===== config.mk =====
export PLATFORM = sky130hd
export DESIGN_NAME = alu_control
export DESIGN_NICKNAME = d
export VERILOG_FILES = /design/src/rtl/alu_control.sv
export SDC_FILE = /design/constraint.sdc
export NUM_CORES = 1
export LEC_CHECK = 0
export CAP_MARGIN = 20
export CORE_AREA = 2 2 39 41
export CTS_BUF_LIST = sky130_fd_sc_hd__clkbuf_4 sky130_fd_sc_hd__clkbuf_8 sky130_fd_sc_hd__clkbuf_16
export CTS_CLUSTER_SIZE = 12
export DETAILED_ROUTE_END_ITERATION = 16
export DIE_AREA = 0 0 41 43
export PLACE_DENSITY = 0.66
export SLEW_MARGIN = 20
export SYNTH_ARGS = -nofsm -noshare
export SYNTH_HDL_FRONTEND = slang
export SYNTH_SLANG_ARGS = --single-unit

===== constraint.sdc =====
create_clock -name i_Clk -period 2.9 [get_ports i_Clk]
set_input_delay 0.29 -clock i_Clk [delete_from_list [all_inputs] [get_ports i_Clk]]
set_output_delay 0.29 -clock i_Clk [all_outputs]
set_load 0.1 [all_outputs]

===== src/rtl/alu_control.sv =====
`default_nettype none
// ============================================================================
//  Module      : alu_control
//  Description : RV32I ALU decode stage. Maps opcode bits {6,5,4,2}, funct3
//                and instruction bit 30 to a 5-bit ALU operation code.
//                The output is registered (one cycle latency) with enable.
//  Revision    : 1.0 - initial release
// ============================================================================
module alu_control (
    input  logic       i_Clk,
    input  logic       i_Rst,
    input  logic       i_Enb,
    input  logic [3:0] iv_Alu_opcode,
    input  logic       i_Bit_30,
    input  logic [2:0] iv_funct3,
    output logic [4:0] ov_AluOp
);

    // ALU operation encodings
    localparam logic [4:0] c_ADD     = 5'b00000;
    localparam logic [4:0] c_SUB     = 5'b00001;
    localparam logic [4:0] c_SLL     = 5'b00010;
    localparam logic [4:0] c_SLT     = 5'b00011;
    localparam logic [4:0] c_SLTU    = 5'b00100;
    localparam logic [4:0] c_XOR     = 5'b00101;
    localparam logic [4:0] c_SRL     = 5'b00110;
    localparam logic [4:0] c_SRA     = 5'b00111;
    localparam logic [4:0] c_OR      = 5'b01000;
    localparam logic [4:0] c_AND     = 5'b01001;
    localparam logic [4:0] c_PASSB   = 5'b01010;
    localparam logic [4:0] c_BEQ     = 5'b01011;
    localparam logic [4:0] c_BNE     = 5'b01100;
    localparam logic [4:0] c_BLT     = 5'b01101;
    localparam logic [4:0] c_BGE     = 5'b01110;
    localparam logic [4:0] c_BLTU    = 5'b01111;
    localparam logic [4:0] c_BGEU    = 5'b10000;
    localparam logic [4:0] c_INVALID = 5'b11111;

    // Compressed opcode values (instruction bits {6,5,4,2})
    localparam logic [3:0] c_OPC_LOAD   = 4'b0000;
    localparam logic [3:0] c_OPC_STORE  = 4'b0100;
    localparam logic [3:0] c_OPC_OPIMM  = 4'b0010;
    localparam logic [3:0] c_OPC_OP     = 4'b0110;
    localparam logic [3:0] c_OPC_BRANCH = 4'b1100;
    localparam logic [3:0] c_OPC_LUI    = 4'b0111;
    localparam logic [3:0] c_OPC_AUIPC  = 4'b0011;
    localparam logic [3:0] c_OPC_JAL    = 4'b1101;

    logic [4:0] alu_op_d;
    logic [4:0] alu_op_q;

    // Decode: selection keys only on opcode and funct3; bit 30 is read solely
    // in the arms where it distinguishes two operations, so an unknown bit 30
    // elsewhere never reaches the register.
    always_comb begin
        alu_op_d = c_INVALID;
        case (iv_Alu_opcode)
            c_OPC_LOAD,
            c_OPC_STORE,
            c_OPC_AUIPC,
            c_OPC_JAL: alu_op_d = c_ADD;

            c_OPC_LUI: alu_op_d = c_PASSB;

            c_OPC_OPIMM: begin
                case (iv_funct3)
                    3'b000:  alu_op_d = c_ADD;
                    3'b001:  alu_op_d = c_SLL;
                    3'b010:  alu_op_d = c_SLT;
                    3'b011:  alu_op_d = c_SLTU;
                    3'b100:  alu_op_d = c_XOR;
                    3'b101:  alu_op_d = i_Bit_30 ? c_SRA : c_SRL;
                    3'b110:  alu_op_d = c_OR;
                    3'b111:  alu_op_d = c_AND;
                    default: alu_op_d = c_INVALID;
                endcase
            end

            c_OPC_OP: begin
                case (iv_funct3)
                    3'b000:  alu_op_d = i_Bit_30 ? c_SUB : c_ADD;
                    3'b001:  alu_op_d = c_SLL;
                    3'b010:  alu_op_d = c_SLT;
                    3'b011:  alu_op_d = c_SLTU;
                    3'b100:  alu_op_d = c_XOR;
                    3'b101:  alu_op_d = i_Bit_30 ? c_SRA : c_SRL;
                    3'b110:  alu_op_d = c_OR;
                    3'b111:  alu_op_d = c_AND;
                    default: alu_op_d = c_INVALID;
                endcase
            end

            c_OPC_BRANCH: begin
                case (iv_funct3)
                    3'b000:  alu_op_d = c_BEQ;
                    3'b001:  alu_op_d = c_BNE;
                    3'b100:  alu_op_d = c_BLT;
                    3'b101:  alu_op_d = c_BGE;
                    3'b110:  alu_op_d = c_BLTU;
                    3'b111:  alu_op_d = c_BGEU;
                    default: alu_op_d = c_INVALID;
                endcase
            end

            default: alu_op_d = c_INVALID;
        endcase
    end

    // Output register: reset to ADD, load decode when enabled, otherwise hold
    always_ff @(posedge i_Clk) begin
        if (i_Rst) begin
            alu_op_q <= c_ADD;
        end else if (i_Enb) begin
            alu_op_q <= alu_op_d;
        end
    end

    assign ov_AluOp = alu_op_q;

endmodule
`default_nettype wire


==> images/placement_by_type.png <==
Scale bar: 10 um. Fill, decap, tap and diode cells in gray.
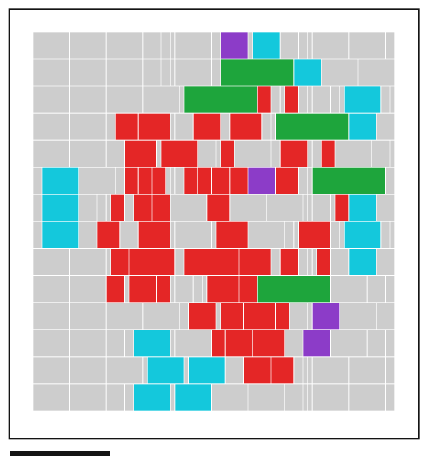
color	class	cells
red	combinational and other logic	48
cyan	remaining buffers and delay cells	15
green	sequential cells	5
purple	clock drivers and dummy loads	4

==> images/layer_met1.png <==
Supply wires on this layer in gray.
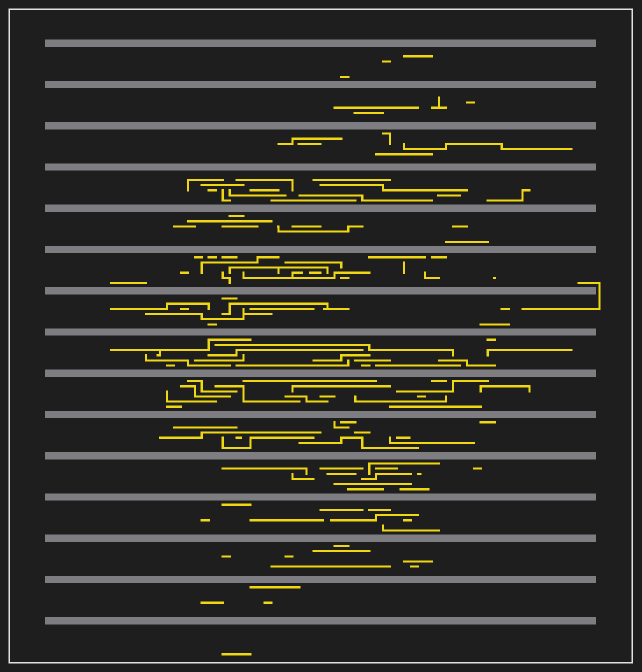
longest straight run	10.1 um
main direction	horizontal

==> results.txt <==
run results: Mean Syn Cell Area=7.40 um2, worst path required time=3060 ps, post-route design area=592 um2, IR drop worst, VDD=0.108 mV, Max-area cell share=0.237, crit end category=flop, starting DRC count in detailed routing=5, setup ws final=1070 ps, n_taps=16, commonest cells in the netlist=6 x nand2_1, 6 x nor2_1, 5 x dfxtp_1, 5 x o21ai_0, floorplan utilization=0.305, pwr dens=454 nW/um2, placed cells=84, Bufs on Longest Clock Path=2, Syn. warnings=0, Max Cap Viol=0, Final Hold Vio Count=0, cycle use final=0.632, Fmax=0.545 GHz, sequential cell area=100 um2, multi-input gate count=45, Comb/total area=0.495, status=complete, no violations, Post-synth EDFFs=0, Power Total=0.000269 W, worst r2r src=ov_AluOp[3], Seq area share=0.169, Non-CTS inverters=3, yosys stat area=422 um2, Core ar.=1380 um2, n_diodes=0, GRT Total Usage=0.139, DP Area=562 um2, max reg flops=5, Gate Area=293 um2, P&R area growth vs syn=40.4%, post-cts resize count=0, ys async rst share=0, CTS Buf Count=3, hold depth=2, HP Start=ov_AluOp[4], vias in the first global route=383, Nets at Floorplan=68, Pleak=0.221 nW, Tmin final=1830 ps
placed cells by master (no fill, tap or decap), types with 2 or more instances in the layout:
master,count
clkbuf_4,4
nand2_1,6
nor2_1,6
inv_1,3
dfxtp_1,5
a311oi_1,3
a211oi_1,2
o21ai_0,5
nand2b_1,2
buf_4,5
nand3_1,2
clkdlybuf4s50_1,10
worst min-delay path, stage by stage, from the launching register on:
cell and delay [ps]:
dfxtp_1 300, nor2_1 80, a211oi_1 50
layer usage:
layer	vias up	GRT usage	wire length [um]
met3	5	0.0314	53
met1	210	0.192	451
met5	-	0	0
li1	245	-	-
met4	0	0.120	45
met2	13	0.172	422
worst max path at each step:
stage / start / to / slack (ps) / depth (start not counted)
6_report: iv_funct3[2] / ov_AluOp[1] / 1070 / 5
4_1_cts: iv_funct3[2] / ov_AluOp[1] / 1090 / 5
3_5_place_dp: iv_funct3[2] / ov_AluOp[1] / 820 / 5
2_1_floorplan: iv_Alu_opcode[3] / ov_AluOp[1] / 1490 / 4
3_3_place_gp: iv_funct3[2] / ov_AluOp[1] / 860 / 5
5_1_grt: iv_funct3[2] / ov_AluOp[1] / 960 / 5
cells by family (layout without fill, tap and decap cells):
family                 Yosys count  count (layout)  synth area share
AOI/OAI and AO/OA               20              20             0.371
buffers and inverters            7              22            0.0683
DFF                              5               5             0.237
and+or+nand+nor                 25              25             0.323
power breakdown:
| group | switching [W] | leakage, nW | internal (W) |
|---|---|---|---|
| Sequential | 0.00000245 | 0.0417 | 0.0000747 |
| Clock | 0.0000305 | 0.0184 | 0.0000615 |
| Combinational | 0.0000675 | 0.161 | 0.0000319 |
| Total | 0.000100 | 0.221 | 0.000168 |
Power figures rest on the tool's default switching activity, not on a simulated workload.
